`src/rtl/mux_pkg.sv`:
```
// ---------------------------------------------------------------------------
// mux_pkg
// Shared definitions for the pipelined N-to-1 multiplexer:
//   - clog2 helper used to size the select rails
//   - MODE_SELECT / MODE_SCAN values of the Mode input
//   - output-stage state encoding (EMPTY / FULL)
// ---------------------------------------------------------------------------
package mux_pkg;

   // Values of the Mode input
   localparam logic MODE_SELECT = 1'b0;
   localparam logic MODE_SCAN   = 1'b1;

   // Output stage: EMPTY means OutValid=0, FULL means OutValid=1
   typedef enum logic {
      EMPTY = 1'b0,
      FULL  = 1'b1
   } state_t;

   // Number of bits needed to index n items (clog2(1) = 0)
   function automatic int unsigned clog2(input int unsigned n);
      int unsigned v;
      int unsigned r;
      v = (n > 0) ? n - 1 : 0;
      r = 0;
      for (int i = 0; i < 32; i++) begin
         if (v != 0) begin
            r = r + 1;
            v = v >> 1;
         end
      end
      return r;
   endfunction

endpackage

```
`src/rtl/mux_sel_check.sv`:
```
// ---------------------------------------------------------------------------
// mux_sel_check
// Combinational validation of a dual-rail channel select.
// A code is good only when the complement rail is the exact inverse of the
// true rail and the decoded index names an existing channel.
//
// Ports:
//   sel    in  SEL_W  true rail
//   sel_n  in  SEL_W  complement rail
//   good   out 1      rails consistent and index < CHANNELS
//   idx    out SEL_W  decoded channel index (meaningful only when good)
// ---------------------------------------------------------------------------
module mux_sel_check
   import mux_pkg::*;
#(
   parameter int unsigned SEL_W    = 3,
   parameter int unsigned CHANNELS = 8
) (
   input  logic [SEL_W-1:0] sel,
   input  logic [SEL_W-1:0] sel_n,
   output logic             good,
   output logic [SEL_W-1:0] idx
);

   logic rails_ok;
   logic in_range;

   // Any bit where both rails agree indicates a stuck or crossed wire
   assign rails_ok = (sel == ~sel_n);

   // Only matters when CHANNELS is not a power of two
   assign in_range = (32'(sel) < CHANNELS);

   assign good = rails_ok && in_range;
   assign idx  = sel;

endmodule

```
`src/rtl/mux_nto1_pipe.sv`:
```
// ---------------------------------------------------------------------------
// mux_nto1_pipe
// Registered N-to-1 multiplexer with a valid/ready output stage, dual-rail
// select checking with a sticky error flag, and an auto-scan mode that
// walks the channels in order.
//
// Ports:
//   Clk         in  1               clock, rising edge
//   _Reset      in  1               asynchronous active-low reset
//   In          in  CHANNELS*WIDTH  flat input bus, channel k at [k*WIDTH +: WIDTH]
//   Select      in  SEL_W           channel select, true rail
//   _Select     in  SEL_W           channel select, complement rail
//   Mode        in  1               0 = SELECT, 1 = SCAN
//   InValid     in  1               request to sample a channel
//   InReady     out 1               request can be accepted (combinational)
//   Out         out WIDTH           registered selected data
//   OutChannel  out SEL_W           channel that produced Out
//   OutValid    out 1               Out/OutChannel valid
//   OutReady    in  1               consumer accepts Out
//   SelError    out 1               sticky illegal-select flag
//   ClearError  in  1               clears SelError (a same-cycle new error wins)
// ---------------------------------------------------------------------------
module mux_nto1_pipe
   import mux_pkg::*;
#(
   parameter int unsigned WIDTH    = 1,
   parameter int unsigned CHANNELS = 8,
   parameter int unsigned SEL_W    = clog2(CHANNELS)
) (
   input  logic                      Clk,
   input  logic                      _Reset,
   input  logic [CHANNELS*WIDTH-1:0] In,
   input  logic [SEL_W-1:0]          Select,
   input  logic [SEL_W-1:0]          _Select,
   input  logic                      Mode,
   input  logic                      InValid,
   output logic                      InReady,
   output logic [WIDTH-1:0]          Out,
   output logic [SEL_W-1:0]          OutChannel,
   output logic                      OutValid,
   input  logic                      OutReady,
   output logic                      SelError,
   input  logic                      ClearError
);

   localparam int unsigned LAST_CH = CHANNELS - 1;

   state_t             state;
   logic               mode_q;
   logic [SEL_W-1:0]   scan_ptr;

   logic               sel_good;
   logic [SEL_W-1:0]   sel_idx;
   logic               scan_mode;
   logic               scan_edge;
   logic [SEL_W-1:0]   eff_ptr;
   logic [SEL_W-1:0]   next_ptr;
   logic [SEL_W-1:0]   cap_idx;
   logic [WIDTH-1:0]   cap_data;
   logic               accept;
   logic               good_accept;
   logic               err_set;
   logic [WIDTH-1:0]   chan [CHANNELS];

   // Unpack the flat input bus into per-channel words
   for (genvar k = 0; k < CHANNELS; k++) begin : g_chan
      assign chan[k] = In[k*WIDTH +: WIDTH];
   end

   // Dual-rail and range validation of the select code
   mux_sel_check #(
      .SEL_W    (SEL_W),
      .CHANNELS (CHANNELS)
   ) u_sel_check (
      .sel   (Select),
      .sel_n (_Select),
      .good  (sel_good),
      .idx   (sel_idx)
   );

   // Handshake: a full stage frees up in the same cycle it is drained
   assign OutValid = (state == FULL);
   assign InReady  = (state == EMPTY) || OutReady;
   assign accept   = InValid && InReady;

   // Entering SCAN restarts the walk at channel 0 for this very accept
   assign scan_mode = (Mode == MODE_SCAN);
   assign scan_edge = scan_mode && (mode_q == MODE_SELECT);
   assign eff_ptr   = scan_edge ? '0 : scan_ptr;
   assign next_ptr  = (eff_ptr == SEL_W'(LAST_CH)) ? '0 : eff_ptr + SEL_W'(1);

   // SCAN never raises an error; a bad SELECT request is consumed but dropped
   assign good_accept = accept && (scan_mode || sel_good);
   assign err_set     = accept && !scan_mode && !sel_good;

   assign cap_idx = scan_mode ? eff_ptr : sel_idx;

   // Channel mux; out-of-range indices never reach the capture path
   always_comb begin
      cap_data = '0;
      for (int k = 0; k < int'(CHANNELS); k++) begin
         if (cap_idx == SEL_W'(k)) begin
            cap_data = chan[k];
         end
      end
   end

   // Output stage FSM with its data/channel registers
   always_ff @(posedge Clk or negedge _Reset) begin
      if (!_Reset) begin
         state      <= EMPTY;
         Out        <= '0;
         OutChannel <= '0;
      end else begin
         case (state)
            EMPTY: begin
               if (good_accept) begin
                  state      <= FULL;
                  Out        <= cap_data;
                  OutChannel <= cap_idx;
               end
            end
            FULL: begin
               // An accept while FULL implies OutReady, so the word is replaced
               if (good_accept) begin
                  Out        <= cap_data;
                  OutChannel <= cap_idx;
               end else if (OutReady) begin
                  state <= EMPTY;
               end
            end
            default: state <= EMPTY;
         endcase
      end
   end

   // Scan pointer and registered mode used for 0->1 edge detection
   always_ff @(posedge Clk or negedge _Reset) begin
      if (!_Reset) begin
         mode_q   <= MODE_SELECT;
         scan_ptr <= '0;
      end else begin
         mode_q <= Mode;
         if (good_accept && scan_mode) begin
            scan_ptr <= next_ptr;
         end else if (scan_edge) begin
            scan_ptr <= '0;
         end
      end
   end

   // Sticky select error; a new error beats a same-cycle clear
   always_ff @(posedge Clk or negedge _Reset) begin
      if (!_Reset) begin
         SelError <= 1'b0;
      end else if (err_set) begin
         SelError <= 1'b1;
      end else if (ClearError) begin
         SelError <= 1'b0;
      end
   end

endmodule

```
`config.mk`:
```
export PLATFORM = sky130hd
export DESIGN_NAME = mux_nto1_pipe
export DESIGN_NICKNAME = d
export VERILOG_FILES = /design/src/rtl/mux_pkg.sv /design/src/rtl/mux_sel_check.sv /design/src/rtl/mux_nto1_pipe.sv
export SDC_FILE = /design/constraint.sdc
export NUM_CORES = 1
export LEC_CHECK = 0
export CAP_MARGIN = 5
export CORE_MARGIN = 4
export CORE_UTILIZATION = 44
export DETAILED_ROUTE_END_ITERATION = 10
export PLACE_DENSITY = 0.89
export SLEW_MARGIN = 0
export SYNTH_ARGS = -nofsm -noshare
export SYNTH_HDL_FRONTEND = slang
export SYNTH_HIERARCHICAL = 1
export SYNTH_SLANG_ARGS = --single-unit
```
`constraint.sdc`:
```
create_clock -name Clk -period 4.4 [get_ports Clk]
set_input_delay 0.88 -clock Clk [delete_from_list [all_inputs] [get_ports Clk]]
set_output_delay 0.88 -clock Clk [all_outputs]
set_load 0.02 [all_outputs]
```
### Power grid

The bar under the picture is 10 um long. Pins as bars on the die edge. Tap cells in gray.
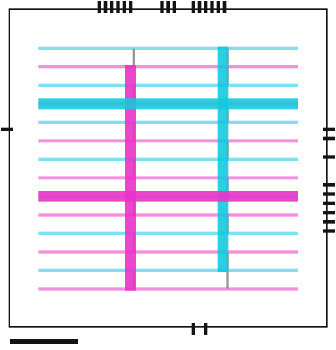
VDD -> cyan
VSS -> magenta
met1 rails = 14
met5 straps = 2
signal pins = 27
rows = 13
Die X-Extent: 46.4 um
Core ar.: 0.00135 mm2
Vert. Die Dim: 46.4 um
Peak supply drop: 0.206 mV

### Cell classes on the final placement

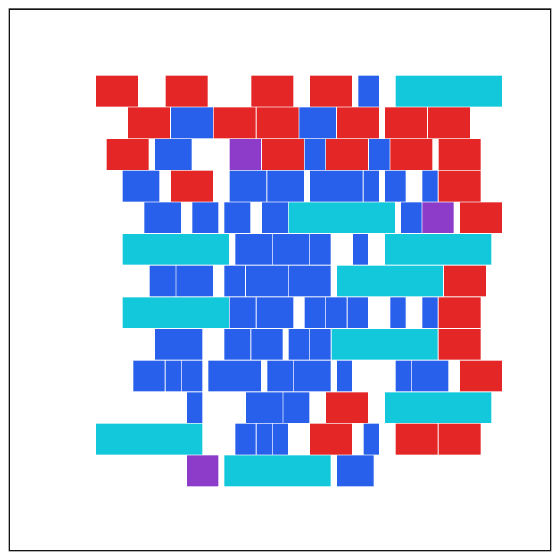
registers -> cyan  # cells 10
remaining buffers and delay cells -> red  # cells 26
clock-net drivers -> purple  # cells 3
remaining logic cells -> blue  # cells 56

==> impl_metrics.toml <==
# implementation run metrics
[global_route]
grt-busiest-layer = "met2"
grt_pass1_wl_um = 2910

[critical_path]
start_kind = "input pin"
worst-path-max-fanout = 6
critPathCaptureType = "output pin"
worst-setup-path-type = "input pin to output pin"
cpPeakStageDelay_ns = 0.62
critPathSlowestCell = "clkdlybuf4s50_1"
cp.required_ns = 3.52
r2r_setup_slack_ns = 2.91
cp_cell_sequence = "clkdlybuf4s50_1, nand2b_2, clkdlybuf4s50_1"

[synth]
ff_type = "dfrtp_1"
top_cells_by_area = "dfrtp_1, a32oi_1, nand2_1, buf_4, xnor2_1"
syn_area_um2 = 649
xor_share_pct = 4.05
yosys_cells = 70
ys_ff = 10
top_logic_kind = "simple AND/OR/NAND/NOR gates"
common_cells = "dfrtp_1, nand2_1, o21ai_0"
yosysWarningCount = 6
mux_share_pct = 3.28
syn-num-nets = 91

[finish]
seq_cells = 10
buf_share_pct = 28.3
area_delta_synth_final_pct = 41.8
design_area_um2 = 921
clock_buffers = 3
fin_nets = 118
fill_cells = 107
final_cell_mix = "clkdlybuf4s50_1, dfrtp_1, nand2_1, o21ai_0"
instances_no_fill = 110
final_layout_size_suffix_gt1_share_pct = 12.6
logic_gates = 54
seq_area_share_pct = 27.2

[die]
rows = 13
tapCellCount = 15
die_area_mm2 = 0.00215

[power_and_ir_drop]
comb-power_uw = 110
power.group.top = "registers"
p_clk_uw = 65.9
switching_power_uw = 99.7
power.internal_uw = 199
combPwrFrac_pct = 36.9

[route]
totalWireLength_um = 1740
vias = 643
ant_nets = 0
wl_met2_um = 920
vias_per_cell = 5.85
wl_met1_um = 606

[sta]
rsz0062_at_grt = "no"
hold_violations = 0
whs_ns = 0.482
fin_worst_skew_ns = 0.00164
tns_ns = 0
slew_violations = 0
tightest_slew_ns = 0.522
setup_ws_ns = 1.40
fin_crit_ns = 3.00
setup_violations = 0

[placed_design]
hpwlAfterDp_um = 1450
dp_slack_ns = 1.39
placed_area_um2 = 898

[min_path]
hold_path.class = "flip-flop to flip-flop"
hold_start = "OutChannel[0]"
min_path_cells = 2
min_to = "OutChannel[0]"

[status]
status = "completed"

[cts]
cts_buffer_depth = 2
clk_latency_ns = 0.28
clk_pin_slew_ns = 0.06
cts_resized = 0

[run]
drv_cap = 0
### Clock network drawn from the DEF

The bar under the picture is 10 um long.
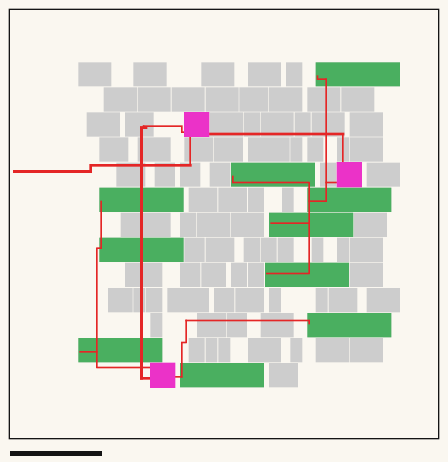
clock-net drivers -> magenta  # count 3
clock wires -> red  # length 175 um
flip-flops -> green  # count 10
routed clock nets = 4

### Wiring by layer

The bar under the picture is 10 um long. Only two layers are drawn.
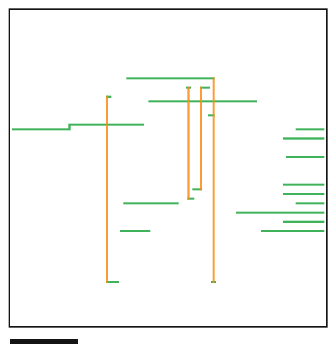
M4 -> orange  # wire length 88.4 um
M3 -> green  # wire length 124 um

